$ cat src/rtl/ctrl_pkg.sv
// ctrl_pkg: shared definitions for the control sequencer.
//   - opcode constants and opcode-class decode helper
//   - FSM state encoding
//   - default program-counter width
package ctrl_pkg;

    localparam int PC_W_DEFAULT = 8;

    localparam logic [3:0] OP_JMP  = 4'd2;
    localparam logic [3:0] OP_JZ   = 4'd3;
    localparam logic [3:0] OP_JNZ  = 4'd4;
    localparam logic [3:0] OP_ST   = 4'd11;
    localparam logic [3:0] OP_LD   = 4'd12;
    localparam logic [3:0] OP_HALT = 4'd15;

    typedef enum logic [2:0] {
        S_IDLE, S_FETCH, S_DECODE, S_EXEC, S_MEM, S_WB, S_HALT
    } state_t;

    typedef enum logic [2:0] {
        C_NOP, C_WRITE, C_JUMP, C_STORE, C_LOAD, C_HALT
    } op_class_t;

    function automatic op_class_t op_class(input logic [3:0] op);
        case (op)
            4'd1, 4'd5, 4'd6, 4'd7, 4'd9, 4'd10: op_class = C_WRITE;
            OP_JMP, OP_JZ, OP_JNZ:               op_class = C_JUMP;
            OP_ST:                               op_class = C_STORE;
            OP_LD:                               op_class = C_LOAD;
            OP_HALT:                             op_class = C_HALT;
            default:                             op_class = C_NOP;
        endcase
    endfunction

endpackage

$ cat src/rtl/pc_unit.sv
// pc_unit: program counter register.
//   clk, reset : clock, async active-high reset (pc -> 0)
//   clr        : synchronous clear to 0 (highest priority)
//   ld, target : load jump target
//   inc        : increment, wrapping modulo 2^PC_W
//   pc         : current program counter
module pc_unit #(
    parameter int PC_W = 8
) (
    input  logic            clk,
    input  logic            reset,
    input  logic            clr,
    input  logic            ld,
    input  logic            inc,
    input  logic [PC_W-1:0] target,
    output logic [PC_W-1:0] pc
);

    always_ff @(posedge clk or posedge reset) begin
        if (reset)      pc <= '0;
        else if (clr)   pc <= '0;
        else if (ld)    pc <= target;
        else if (inc)   pc <= pc + PC_W'(1);
    end

endmodule

$ cat src/rtl/control_sequencer.sv
// control_sequencer: multi-cycle instruction sequencer.
//   clk, reset            : clock, async active-high reset
//   start                 : begin execution at pc 0 (IDLE only)
//   imem_req/addr/ack/data: instruction fetch handshake
//   dmem_req/we/ack       : data memory handshake (we=1 store)
//   zero_flag             : datapath status for conditional jumps
//   inst                  : instruction register
//   reg_we                : one-cycle register-file write strobe
//   pc, halted, retired   : program counter, halt status, saturating retire count
module control_sequencer
    import ctrl_pkg::*;
#(
    parameter int PC_W  = PC_W_DEFAULT,
    parameter int CNT_W = 16
) (
    input  logic             clk,
    input  logic             reset,
    input  logic             start,
    output logic             imem_req,
    output logic [PC_W-1:0]  imem_addr,
    input  logic             imem_ack,
    input  logic [15:0]      imem_data,
    output logic             dmem_req,
    output logic             dmem_we,
    input  logic             dmem_ack,
    input  logic             zero_flag,
    output logic [15:0]      inst,
    output logic             reg_we,
    output logic [PC_W-1:0]  pc,
    output logic             halted,
    output logic [CNT_W-1:0] retired
);

    state_t     state_q, state_d;
    logic [3:0] op;
    logic       pc_clr, pc_ld, pc_inc, inst_ld, retire, taken;

    assign op = inst[15:12];

    pc_unit #(.PC_W(PC_W)) u_pc (
        .clk    (clk),
        .reset  (reset),
        .clr    (pc_clr),
        .ld     (pc_ld),
        .inc    (pc_inc),
        .target (inst[PC_W-1:0]),
        .pc     (pc)
    );

    // Branch condition, evaluated with zero_flag as seen in the EXEC cycle.
    always_comb begin
        taken = 1'b0;
        case (op)
            OP_JMP:  taken = 1'b1;
            OP_JZ:   taken = zero_flag;
            OP_JNZ:  taken = ~zero_flag;
            default: taken = 1'b0;
        endcase
    end

    always_ff @(posedge clk or posedge reset) begin
        if (reset) state_q <= S_IDLE;
        else       state_q <= state_d;
    end

    always_comb begin
        state_d = state_q;
        pc_clr  = 1'b0;
        pc_ld   = 1'b0;
        pc_inc  = 1'b0;
        inst_ld = 1'b0;
        retire  = 1'b0;
        case (state_q)
            S_IDLE: if (start) begin
                pc_clr  = 1'b1;
                state_d = S_FETCH;
            end
            S_FETCH: if (imem_ack) begin
                inst_ld = 1'b1;
                state_d = S_DECODE;
            end
            S_DECODE: begin
                case (op_class(op))
                    C_HALT:           begin state_d = S_HALT; retire = 1'b1; end
                    C_JUMP:           state_d = S_EXEC;
                    C_STORE, C_LOAD:  state_d = S_MEM;
                    C_WRITE:          state_d = S_WB;
                    default: begin
                        pc_inc  = 1'b1;
                        retire  = 1'b1;
                        state_d = S_FETCH;
                    end
                endcase
            end
            S_EXEC: begin
                pc_ld   = taken;
                pc_inc  = ~taken;
                retire  = 1'b1;
                state_d = S_FETCH;
            end
            S_MEM: if (dmem_ack) begin
                if (op == OP_ST) begin
                    pc_inc  = 1'b1;
                    retire  = 1'b1;
                    state_d = S_FETCH;
                end else begin
                    state_d = S_WB;
                end
            end
            S_WB: begin
                pc_inc  = 1'b1;
                retire  = 1'b1;
                state_d = S_FETCH;
            end
            S_HALT:  state_d = S_HALT;
            default: state_d = S_IDLE;
        endcase
    end

    always_ff @(posedge clk or posedge reset) begin
        if (reset)        inst <= '0;
        else if (inst_ld) inst <= imem_data;
    end

    always_ff @(posedge clk or posedge reset) begin
        if (reset)                         retired <= '0;
        else if (retire && ~&retired)      retired <= retired + CNT_W'(1);
    end

    // Handshake and strobe outputs decode straight from the state register,
    // so a reset drops them in the same instant it takes effect.
    assign imem_req  = (state_q == S_FETCH);
    assign imem_addr = pc;
    assign dmem_req  = (state_q == S_MEM);
    assign dmem_we   = (state_q == S_MEM) && (op == OP_ST);
    assign reg_we    = (state_q == S_WB);
    assign halted    = (state_q == S_HALT);

endmodule

$ cat config.mk
export PLATFORM = sky130hd
export DESIGN_NAME = control_sequencer
export DESIGN_NICKNAME = d
export VERILOG_FILES = /design/src/rtl/ctrl_pkg.sv /design/src/rtl/pc_unit.sv /design/src/rtl/control_sequencer.sv
export SDC_FILE = /design/constraint.sdc
export NUM_CORES = 1
export LEC_CHECK = 0
export CAP_MARGIN = 20
export CORE_MARGIN = 2
export CORE_UTILIZATION = 47
export CTS_BUF_LIST = sky130_fd_sc_hd__clkbuf_16
export CTS_CLUSTER_SIZE = 25
export DETAILED_ROUTE_END_ITERATION = 10
export GPL_TIMING_DRIVEN = 1
export PLACE_DENSITY = 0.9
export SKIP_LAST_GASP = 1
export SYNTH_ARGS = -nofsm -noshare
export SYNTH_HDL_FRONTEND = slang
export SYNTH_HIERARCHICAL = 1
export SYNTH_SLANG_ARGS = --single-unit
$ cat constraint.sdc
create_clock -name clk -period 3.5 [get_ports clk]
set_input_delay 0.7 -clock clk [delete_from_list [all_inputs] [get_ports clk]]
set_output_delay 0.7 -clock clk [all_outputs]
set_load 0.02 [all_outputs]
**Sequential cells grouped by signal name**

Scale bar: 20 microns. Other sequential cells in the stronger grey, the rest of the logic in the fainter grey.
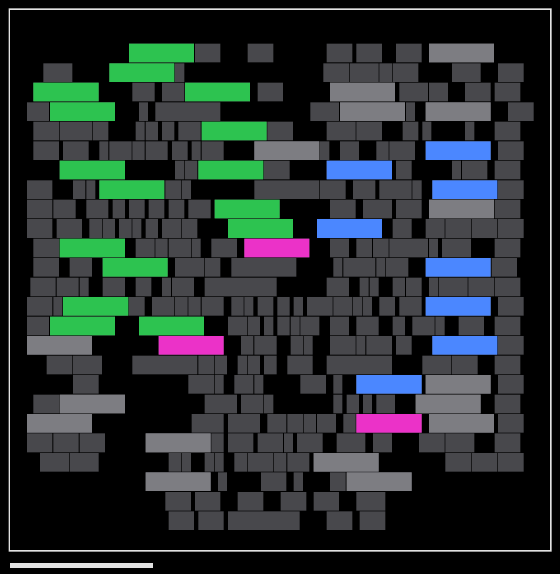
Key: green = retired [sequential cells 16]; blue = u_pc/pc [sequential cells 8]; magenta = state_q [sequential cells 3]
post-layout util: 68.34%
sequential power: 1.02 mW

**Wiring by layer**

Scale bar: 20 microns. Only two layers are drawn.
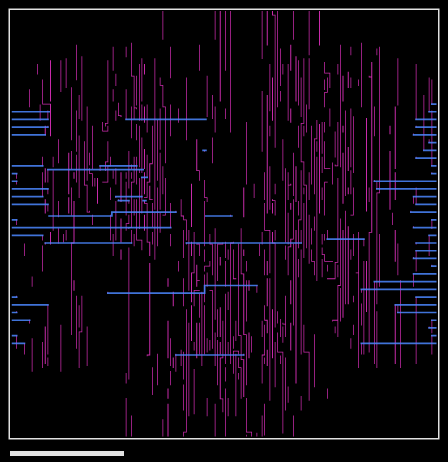
Key: blue = metal 3 [wire length 382 microns]; magenta = metal 2 [wire length 2,710 microns]
total via count in the routed design: 2,029
wire length per cell after detailed routing: 14.78 microns

**Routed clock nets over the placement**

Scale bar: 20 microns.
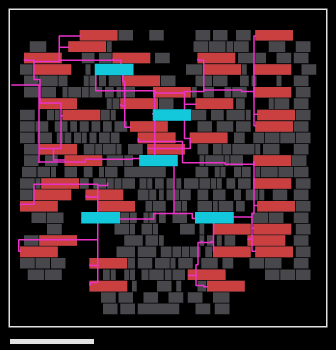
Key: red = flip-flops [count 43]; magenta = clock wires [length 490 microns]; cyan = clock drivers [count 5]
Position of the flops: all over the die.
latest clock arrival within the worst-skew pair: 0.28 ns
worst-case clock skew: 0.004151 ns
clock network power: 0.429 mW
fraction of power consumed by the clock network: 14.1%

**Placed cells, one colour a class**

Fill, decap, tap and diode cells in grey.
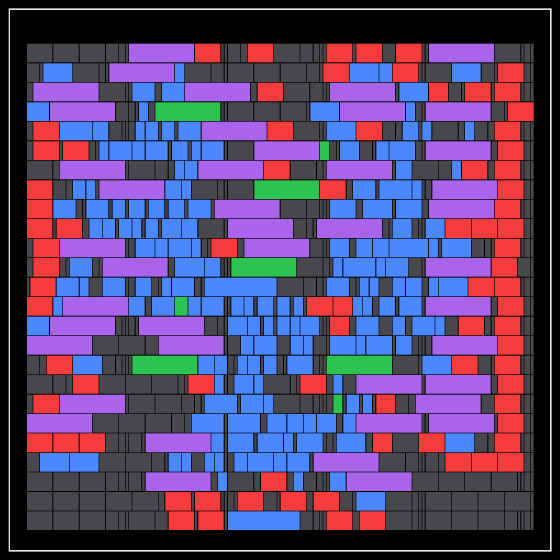
Key: purple = flops [cells 43, share of their area 34%]; blue = combinational and other logic [cells 172, share of their area 38%]; red = other buffers and delay cells [cells 79, share of their area 24%]; green = clock drivers and dummy loads [cells 8, share of their area 4.3%]
total core area: 4817 sq um
count of standard-cell rows: 25
sequential share of cell area: 32.69%
area of all placed cells without fillers: 3292 sq um

==> flow_metrics.rpt <==
==== FLOW RESULTS ====
----------------------------------------------------
[Logic synthesis]
  Number of instances in the synthesized netlist ........................ 231
  Main kind of combinational logic by area ........................ simple AND/OR/NAND/NOR gates
  Mux area share ........................ 9.143%
  Flip-flop and latch count after synthesis ........................ 43
  Library cell with the highest instance count after synthesis ........................ dfrtp_1
  Number of enable-type register cells in the synthesized netlist ........................ 0
  Yosys cell count ........................ 231
  Proportion of synthesized chip area in sequential cells ........................ 44.93%
  Chip area line of the yosys report ........................ 2395 sq um
  Total standard cell area after synthesis ........................ 2395 sq um
  Largest cells by area after synthesis ........................ dfrtp_1 45%, mux2_2 7.1%, xor2_1 5.5%
  Ys flop type ........................ dfrtp_1
  Async S/R FF share, synth ........................ 100.0%
  Fraction of synthesized cell area taken by the top area cell type ........................ 44.93%
  Adder-cell share of the synthesized area ........................ 2.612%
  Area fraction in and, or, nand and nor cells after synthesis ........................ 18.97%
  Leading post-synthesis cells by instance count ........................ 43 x dfrtp_1, 23 x nor2_1, 15 x mux2_2, 15 x xor2_1, 13 x nand2_1
  Post-synthesis xor/xnor area fraction ........................ 6.949%
  Distinct lib cells ........................ 50
  AO/OA Area Share ........................ 11.70%
  Area leader, netlist ........................ dfrtp_1
  Yosys synthesis warning count ........................ 6

[Routing]
  Count of unresolved DRC violations after routing ........................ 0
  DRT iter0 DRCs ........................ 82
  Detailed-routing iteration count for the pre-antenna-repair pass ........................ 4
  Total Routed Length ........................ 5.455 mm

[Critical path]
  Critical path's largest stage delay ........................ 0.64 ns
  R2R Path End ........................ u_pc/pc[6]$_DFFE_PP0P_
  Worst r2r path cells ........................ 9
  Startpoint types ........................ register
  Critical Path End ........................ u_pc/pc[6]$_DFFE_PP0P_
  Required time at the endpoint of the critical path ........................ 3.68 ns
  Ordered cell list for the critical path ........................ inv_1, ha_1, a2111oi_4, a21oi_2, or4_2, o211ai_1, nand2_1, or3_1, a311oi_1
  Setup crit end kind ........................ register
  Critical path's slowest cell ........................ or4_2
  Crit Path Category ........................ reg -> reg
  Critical Path Start ........................ inst[12]$_DFFE_PP0P_
  Setup slack, reg-to-reg ........................ 0.31 ns
  CP Data Arrival Time ........................ 3.37 ns
  Critical Path Stages ........................ 9

[Cells and area]
  Biggest cell category by area in the final layout ........................ logic gates
  Fraction of area in multi-input gates ........................ 35.92%
  Relative area of clock buffers and inverters in the final design ........................ 4.181%
  Antenna fix cells ........................ 0
  Number of multi-input combinational cells in the layout ........................ 163
  Largest registers ........................ inst x16, retired x16, u_pc/pc x8
  Storage element area ........................ 1076 sq um
  Signal inverters ........................ 9
  Relative area change from synthesis to final layout ........................ 37.46%
  Number of sequential cells ........................ 43
  Nets@finish ........................ 328
  Layout cell share with drive strength beyond 1 ........................ 12.25%
  Buffer count excluding the clock tree in the final layout ........................ 79
  Count of clock buffers in the final design ........................ 5
  Area occupied by multi-input gates ........................ 1182 sq um
  Commonest Layout Cell ........................ clkdlybuf4s50_1
  Final instance count without filler cells ........................ 369

[Clock network]
  Clock buffers created by TritonCTS ........................ 5
  CTS Root Cell ........................ clkbuf_16
  Maximum root-to-sink buffer count ........................ 2
  Clock transition at the registers of the reported paths ........................ 0.06 ns
  Total clock sinks ........................ 43
  Hold buffer count at CTS ........................ 0
  Post-CTS setup buffer count ........................ 0
  Number of levels in the clock H-tree ........................ 2
  TritonCTS clock tree ........................ built
  CTS resizes ........................ 0

[Global route]
  Vias in the first global route ........................ 1,898
  First-pass GRT wire length ........................ 8.859 mm
  Number of antenna violations at the first check in global routing ........................ 0
  Total global routing overflow ........................ 0
  Overall routing resource usage ........................ 20.76%

[Timing]
  Final count of pins violating max slew ........................ 0
  Relative slew margins ........................ 53.21%
  Post-Route Setup TNS ........................ 0 ns
  Final hold vios ........................ 0
  Fmax ........................ 0.3138 GHz
  Slew at the pin closest to its max-slew limit ........................ 0.6928 ns
  Final period demand of the worst path ........................ 3.186 ns
  Setup-failing EPs final ........................ 0
  Fin Hold WS ........................ 0.4997 ns
  Unrepaired setup endpoints after global routing ........................ false
  Ratio of final minimum period to clock period ........................ 91.04%

[Floorplanning]
  Count of pins on the block boundary ........................ 75
  Total number of tap cells ........................ 67
  Die Span Y ........................ 75.38 microns
  Die outline width ........................ 75.38 microns
  Initial Util ........................ 49.71%
  Chip area ........................ 5682 sq um

[Placement]
  Count of buffers from port buffering ........................ 74
  Worst-case setup slack after placement ........................ 0.3395 ns
  Placed wire-length estimate ........................ 4.044 mm
  Area after DPL ........................ 3154 sq um
  Gp weighted congestion ........................ 0.8326

[Power]
  Sum of internal, switching and leakage power ........................ 3.040 mW
  Part of the total power dissipated in sequential elements ........................ 33.4%
  Cell-internal power ........................ 1.758 mW
  Part of the total power dissipated in combinational logic ........................ 52.5%
  Pleak ........................ 1.329 nW
  Peak ir drop on the vdd network ........................ 0.5492 mV
  Total net switching power ........................ 1.283 mW
  Net Sw Frac ........................ 42.18%

[Worst hold path]
  Type of the worst min-delay path ........................ reg -> reg
  Min-Delay Path Depth ........................ 1
  Hold-critical path endpoint ........................ retired[15]$_DFFE_PP0P_

[Outcome]
  Status ........................ completed

[Flow run]
  Total number of warnings across the stage logs ........................ 28

----------------------------------------------------
worst register-to-register path: stages (launching register included):
cell       delay, ns
dfrtp_1         0.46
inv_1           0.12
ha_1            0.30
a2111oi_4       0.41
a21oi_2         0.10
or4_2           0.64
o211ai_1        0.28
nand2_1         0.18
or3_1           0.37
a311oi_1        0.25
power groups by stage:
stage	clock network, mW	logic (mW)	registers, mW
after floorplan	0	0.829	1.16
after global placement	0	1.56	1.01
after detailed placement	0	1.60	1.02
after CTS	0.442	1.61	1.02
after global routing	0.466	1.73	1.06
final	0.429	1.60	1.02
metal layers:
metal | vias to the layer above | global-route usage (%) | wire length, microns
met1 | 982 | 25.34 | 2305
li1 | 961 | - | -
met5 | - | 0 | 0
met2 | 77 | 36.52 | 2714
met4 | 0 | 5.458 | 53
met3 | 9 | 5.423 | 381
No activity file was given, so power comes from the tool's default toggle rates.
